density.png
(2 px per um) 15 x 15 tiles, from dark blue (low) to red (high), 0 to 100% covered.
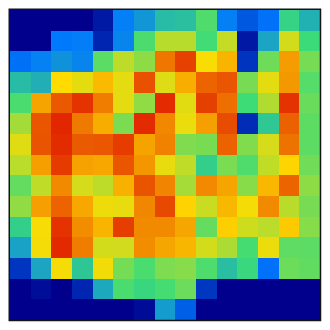
clock_map.png
(2 px per um)
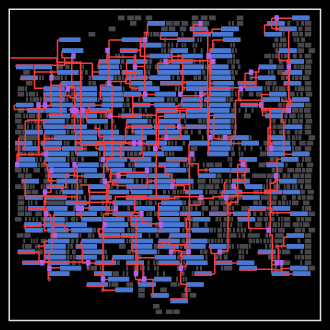
port_nets.png
(2 px per um)
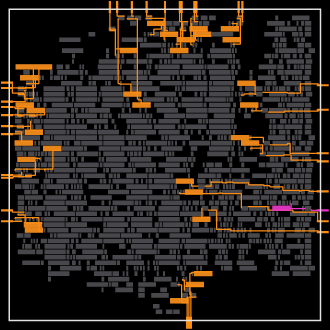
met4.png
(2 px per um) Supply wires on this layer in grey.
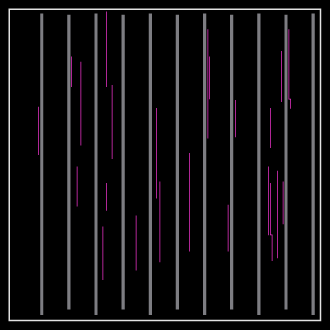
final_congestion.png
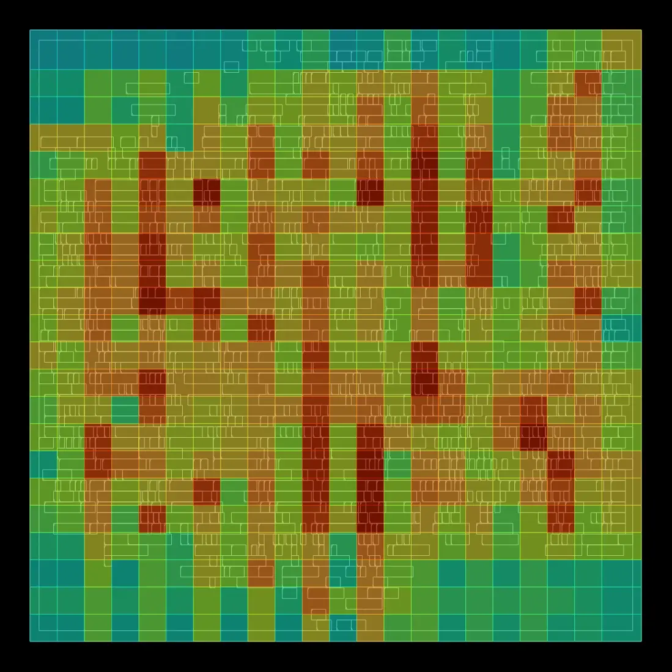
`config.mk`:
```
export PLATFORM = sky130hd
export DESIGN_NAME = mvu_csr_apb_master
export DESIGN_NICKNAME = d
export VERILOG_FILES = /design/src/rtl/mvu_pkg.sv /design/src/rtl/csr_req_fifo.sv /design/src/rtl/mvu_csr_apb_master.sv
export SDC_FILE = /design/constraint.sdc
export NUM_CORES = 1
export LEC_CHECK = 0
export ABC_AREA = 1
export CAP_MARGIN = 25
export CORE_MARGIN = 2
export CORE_UTILIZATION = 50
export CTS_BUF_LIST = sky130_fd_sc_hd__clkbuf_2
export DETAILED_ROUTE_END_ITERATION = 10
export PLACE_DENSITY = 0.84
export SYNTH_ARGS = -nofsm -noshare
export SYNTH_HDL_FRONTEND = slang
export SYNTH_SLANG_ARGS = --single-unit
```
`constraint.sdc`:
```
create_clock -name clk -period 4.1 [get_ports clk]
set_clock_uncertainty 0.05 [all_clocks]
set_input_delay 0.82 -clock clk [delete_from_list [all_inputs] [get_ports clk]]
set_output_delay 0.82 -clock clk [all_outputs]
set_load 0.01 [all_outputs]
```
`src/rtl/mvu_pkg.sv`:
```
// rtl/mvu_pkg.sv - shared types for the MVU CSR APB master
package mvu_pkg;

  localparam int CSR_OFFSET_W = 12;
  localparam int MVU_BMVUA    = 3;
  localparam int MVU_DATA_W   = 32;

  typedef struct packed {
    logic                    write;
    logic [MVU_BMVUA-1:0]    mvu_id;
    logic [CSR_OFFSET_W-1:0] csr;
    logic [MVU_DATA_W-1:0]   wdata;
  } csr_req_t;

  typedef enum logic [1:0] {
    IDLE,
    SETUP,
    ACCESS,
    RESP
  } apb_mst_state_t;

endpackage

```
`src/rtl/csr_req_fifo.sv`:
```
// rtl/csr_req_fifo.sv - request FIFO of csr_req_t with full/empty flags
module csr_req_fifo
  import mvu_pkg::*;
#(
  parameter int FIFO_DEPTH = 4
) (
  input  logic     clk,
  input  logic     rst,
  input  logic     push_i,
  input  csr_req_t push_data_i,
  input  logic     pop_i,
  output csr_req_t pop_data_o,
  output logic     full_o,
  output logic     empty_o
);

  localparam int AW = $clog2(FIFO_DEPTH);

  csr_req_t        mem_q [FIFO_DEPTH];
  logic [AW-1:0]   wr_ptr_q;
  logic [AW-1:0]   rd_ptr_q;
  logic [AW:0]     count_q;
  logic            wr_en;
  logic            rd_en;

  assign full_o     = (count_q == (AW+1)'(FIFO_DEPTH));
  assign empty_o    = (count_q == '0);
  assign wr_en      = push_i && !full_o;
  assign rd_en      = pop_i && !empty_o;
  assign pop_data_o = mem_q[rd_ptr_q];

  always_ff @(posedge clk) begin
    if (wr_en) mem_q[wr_ptr_q] <= push_data_i;
  end

  always_ff @(posedge clk or posedge rst) begin
    if (rst) begin
      wr_ptr_q <= '0;
      rd_ptr_q <= '0;
      count_q  <= '0;
    end else begin
      if (wr_en) wr_ptr_q <= wr_ptr_q + 1'b1;
      if (rd_en) rd_ptr_q <= rd_ptr_q + 1'b1;
      case ({wr_en, rd_en})
        2'b10:   count_q <= count_q + 1'b1;
        2'b01:   count_q <= count_q - 1'b1;
        default: count_q <= count_q;
      endcase
    end
  end

endmodule

```
`src/rtl/mvu_csr_apb_master.sv`:
```
// rtl/mvu_csr_apb_master.sv - queued CSR requests issued as APB transfers to the MVU slave
module mvu_csr_apb_master
  import mvu_pkg::*;
#(
  parameter int BMVUA          = 3,
  parameter int APB_ADDR_WIDTH = BMVUA + 12,
  parameter int DATA_W         = 32,
  parameter int FIFO_DEPTH     = 4,
  parameter int TIMEOUT        = 255
) (
  input  logic                      clk,
  input  logic                      rst,
  input  logic                      req_valid,
  output logic                      req_ready,
  input  logic                      req_write,
  input  logic [BMVUA-1:0]          req_mvu_id,
  input  logic [CSR_OFFSET_W-1:0]   req_csr,
  input  logic [DATA_W-1:0]         req_wdata,
  output logic                      rsp_valid,
  input  logic                      rsp_ready,
  output logic [DATA_W-1:0]         rsp_rdata,
  output logic                      rsp_err,
  output logic                      busy,
  output logic [APB_ADDR_WIDTH-1:0] paddr,
  output logic                      psel,
  output logic                      penable,
  output logic                      pwrite,
  output logic [DATA_W-1:0]         pwdata,
  input  logic [DATA_W-1:0]         prdata,
  input  logic                      pready,
  input  logic                      pslverr
);

  // Counter only needs to reach TIMEOUT-1; the abort fires on that cycle.
  localparam int           TW       = (TIMEOUT > 1) ? $clog2(TIMEOUT) : 1;
  localparam logic [TW-1:0] TMO_LAST = TW'((TIMEOUT > 0) ? TIMEOUT - 1 : 0);

  apb_mst_state_t            state_q, state_d;
  logic [APB_ADDR_WIDTH-1:0] paddr_q, paddr_d;
  logic                      pwrite_q, pwrite_d;
  logic [DATA_W-1:0]         pwdata_q, pwdata_d;
  logic [DATA_W-1:0]         rsp_rdata_q, rsp_rdata_d;
  logic                      rsp_err_q, rsp_err_d;
  logic [TW-1:0]             tmo_q, tmo_d;

  csr_req_t push_req;
  csr_req_t head;
  logic     fifo_full;
  logic     fifo_empty;
  logic     fifo_pop;
  logic     load;

  assign push_req.write  = req_write;
  assign push_req.mvu_id = req_mvu_id;
  assign push_req.csr    = req_csr;
  assign push_req.wdata  = req_wdata;

  csr_req_fifo #(
    .FIFO_DEPTH(FIFO_DEPTH)
  ) u_fifo (
    .clk        (clk),
    .rst        (rst),
    .push_i     (req_valid),
    .push_data_i(push_req),
    .pop_i      (fifo_pop),
    .pop_data_o (head),
    .full_o     (fifo_full),
    .empty_o    (fifo_empty)
  );

  always_comb begin
    state_d     = state_q;
    paddr_d     = paddr_q;
    pwrite_d    = pwrite_q;
    pwdata_d    = pwdata_q;
    rsp_rdata_d = rsp_rdata_q;
    rsp_err_d   = rsp_err_q;
    tmo_d       = tmo_q;
    fifo_pop    = 1'b0;
    load        = 1'b0;

    case (state_q)
      IDLE: begin
        if (!fifo_empty) begin
          fifo_pop = 1'b1;
          load     = 1'b1;
          state_d  = SETUP;
        end
      end
      SETUP: begin
        tmo_d   = '0;
        state_d = ACCESS;
      end
      ACCESS: begin
        if (pready) begin
          rsp_err_d   = pslverr;
          rsp_rdata_d = (pwrite_q || pslverr) ? '0 : prdata;
          state_d     = RESP;
        end else if ((TIMEOUT != 0) && (tmo_q == TMO_LAST)) begin
          rsp_err_d   = 1'b1;
          rsp_rdata_d = '0;
          state_d     = RESP;
        end else begin
          tmo_d = tmo_q + 1'b1;
        end
      end
      RESP: begin
        // Skipping IDLE keeps throughput at 3 cycles; RESP already gives the psel gap.
        if (rsp_ready) begin
          if (!fifo_empty) begin
            fifo_pop = 1'b1;
            load     = 1'b1;
            state_d  = SETUP;
          end else begin
            state_d = IDLE;
          end
        end
      end
      default: state_d = IDLE;
    endcase

    if (load) begin
      paddr_d  = APB_ADDR_WIDTH'({head.mvu_id, head.csr});
      pwrite_d = head.write;
      pwdata_d = DATA_W'(head.wdata);
    end
  end

  always_ff @(posedge clk or posedge rst) begin
    if (rst) begin
      state_q     <= IDLE;
      paddr_q     <= '0;
      pwrite_q    <= 1'b0;
      pwdata_q    <= '0;
      rsp_rdata_q <= '0;
      rsp_err_q   <= 1'b0;
      tmo_q       <= '0;
    end else begin
      state_q     <= state_d;
      paddr_q     <= paddr_d;
      pwrite_q    <= pwrite_d;
      pwdata_q    <= pwdata_d;
      rsp_rdata_q <= rsp_rdata_d;
      rsp_err_q   <= rsp_err_d;
      tmo_q       <= tmo_d;
    end
  end

  // Strobes decode straight from the state register so reset drops them at once.
  assign psel      = (state_q == SETUP) || (state_q == ACCESS);
  assign penable   = (state_q == ACCESS);
  assign rsp_valid = (state_q == RESP);
  assign rsp_rdata = rsp_rdata_q;
  assign rsp_err   = rsp_err_q;
  assign paddr     = paddr_q;
  assign pwrite    = pwrite_q;
  assign pwdata    = pwdata_q;
  assign req_ready = !fifo_full;
  assign busy      = !fifo_empty || (state_q != IDLE);

endmodule

```
==> flow_summary_export.csv <==
group,metric,value,unit
outcome,status,"complete, no violations",
route,post_drt_wl_per_cell,17.4,um
place,place_inst,1370,
global_routing,grt-ovfl-total,0,
route,drc_errors,0,
clock_tree,holdBufCountCts,0,
timing,hold_ws,0.432,ns
logic_synthesis,synthArstFlopShare,33.8,%
critical_path,endpoint,"penable",
finish,clock_buffers,108,
die,num_rows,55,
power_and_ir_drop,peakVddDrop,672,uV
finish,fillCellCount,1733,
route,topRoutingLayerUsed,"met4",
die,die_w,155,um
worst_hold_path,min-delay-path-class,"reg2reg",
job,drv_cap,0,
power_and_ir_drop,switching_power,0.00383,W
logic_synthesis,top_cell,"nand2_1",
global_routing,grt_pass1_vias,8233,
route,drt_iter0_markers,776,
die,chipArea,0.0240,sq mm
timing,slew_headroom,33.3,%
About density.png:
mean over tiles: 57%
nearly empty tiles: 11%
tiles over 75% full: 33%
fullest tile: 96%
core area: 0.0225 sq mm
initial core utilization: 50.6%

About clock_map.png:
[clock wires] red | length: 3,540 um
[flip-flops] blue | count: 290
[cells driving clock nets] purple | count: 71
routed clock nets: 72
clock power share: 19.2%
Clock Latency Late Sink: 0.81 ns
Clock group: 0.00195 W

About port_nets.png:
[`pwdata`] orange | bits: 32 | direction: output | end cells: 32 | buffers: 32 | wire: 1,150 um
[`rsp_err`] magenta | bits: 1 | direction: output | end cells: 1 | buffers: 1 | wire: 14.5 um
Port-buffer cells: 171
I/O pin total: 172

About met4.png:
nets with wire on the layer: 17
share of all routed wire: 2.7%
via count: 8,190
wirelength, routed: 26,100 um

About final_congestion.png:
met1 Use GR: 28.9%
layer carrying the most global-route usage: met2
GRT Overall Usage: 22.0%

## worst max-delay path, stage by stage, from the launching register on
cell	delay (ns)
dfrtp_1	0.42
inv_1	0.13
ha_1	0.46
clkdlybuf4s50_1	0.64
## power by group through the flow
stage / combinational, W / clock (W) / sequential, W
after floorplan: 0.00217 / 0 / 0.00450
after global placement: 0.00369 / 0 / 0.00441
after detailed placement: 0.00380 / 0 / 0.00443
after CTS: 0.00382 / 0.00200 / 0.00438
after global routing: 0.00422 / 0.00215 / 0.00445
final: 0.00381 / 0.00195 / 0.00437
## registers in the layout, indices dropped and copies added, names as in the netlist
signal	cells
paddr	15
state_q	2
pwrite	1
pwdata	32
u_fifo.wr_ptr_q	2
u_fifo.rd_ptr_q	2
u_fifo.mem_q	192
u_fifo.count_q	3
rsp_err	1
rsp_rdata	32
tmo_q	8
No activity file was given, so power comes from the tool's default toggle rates.
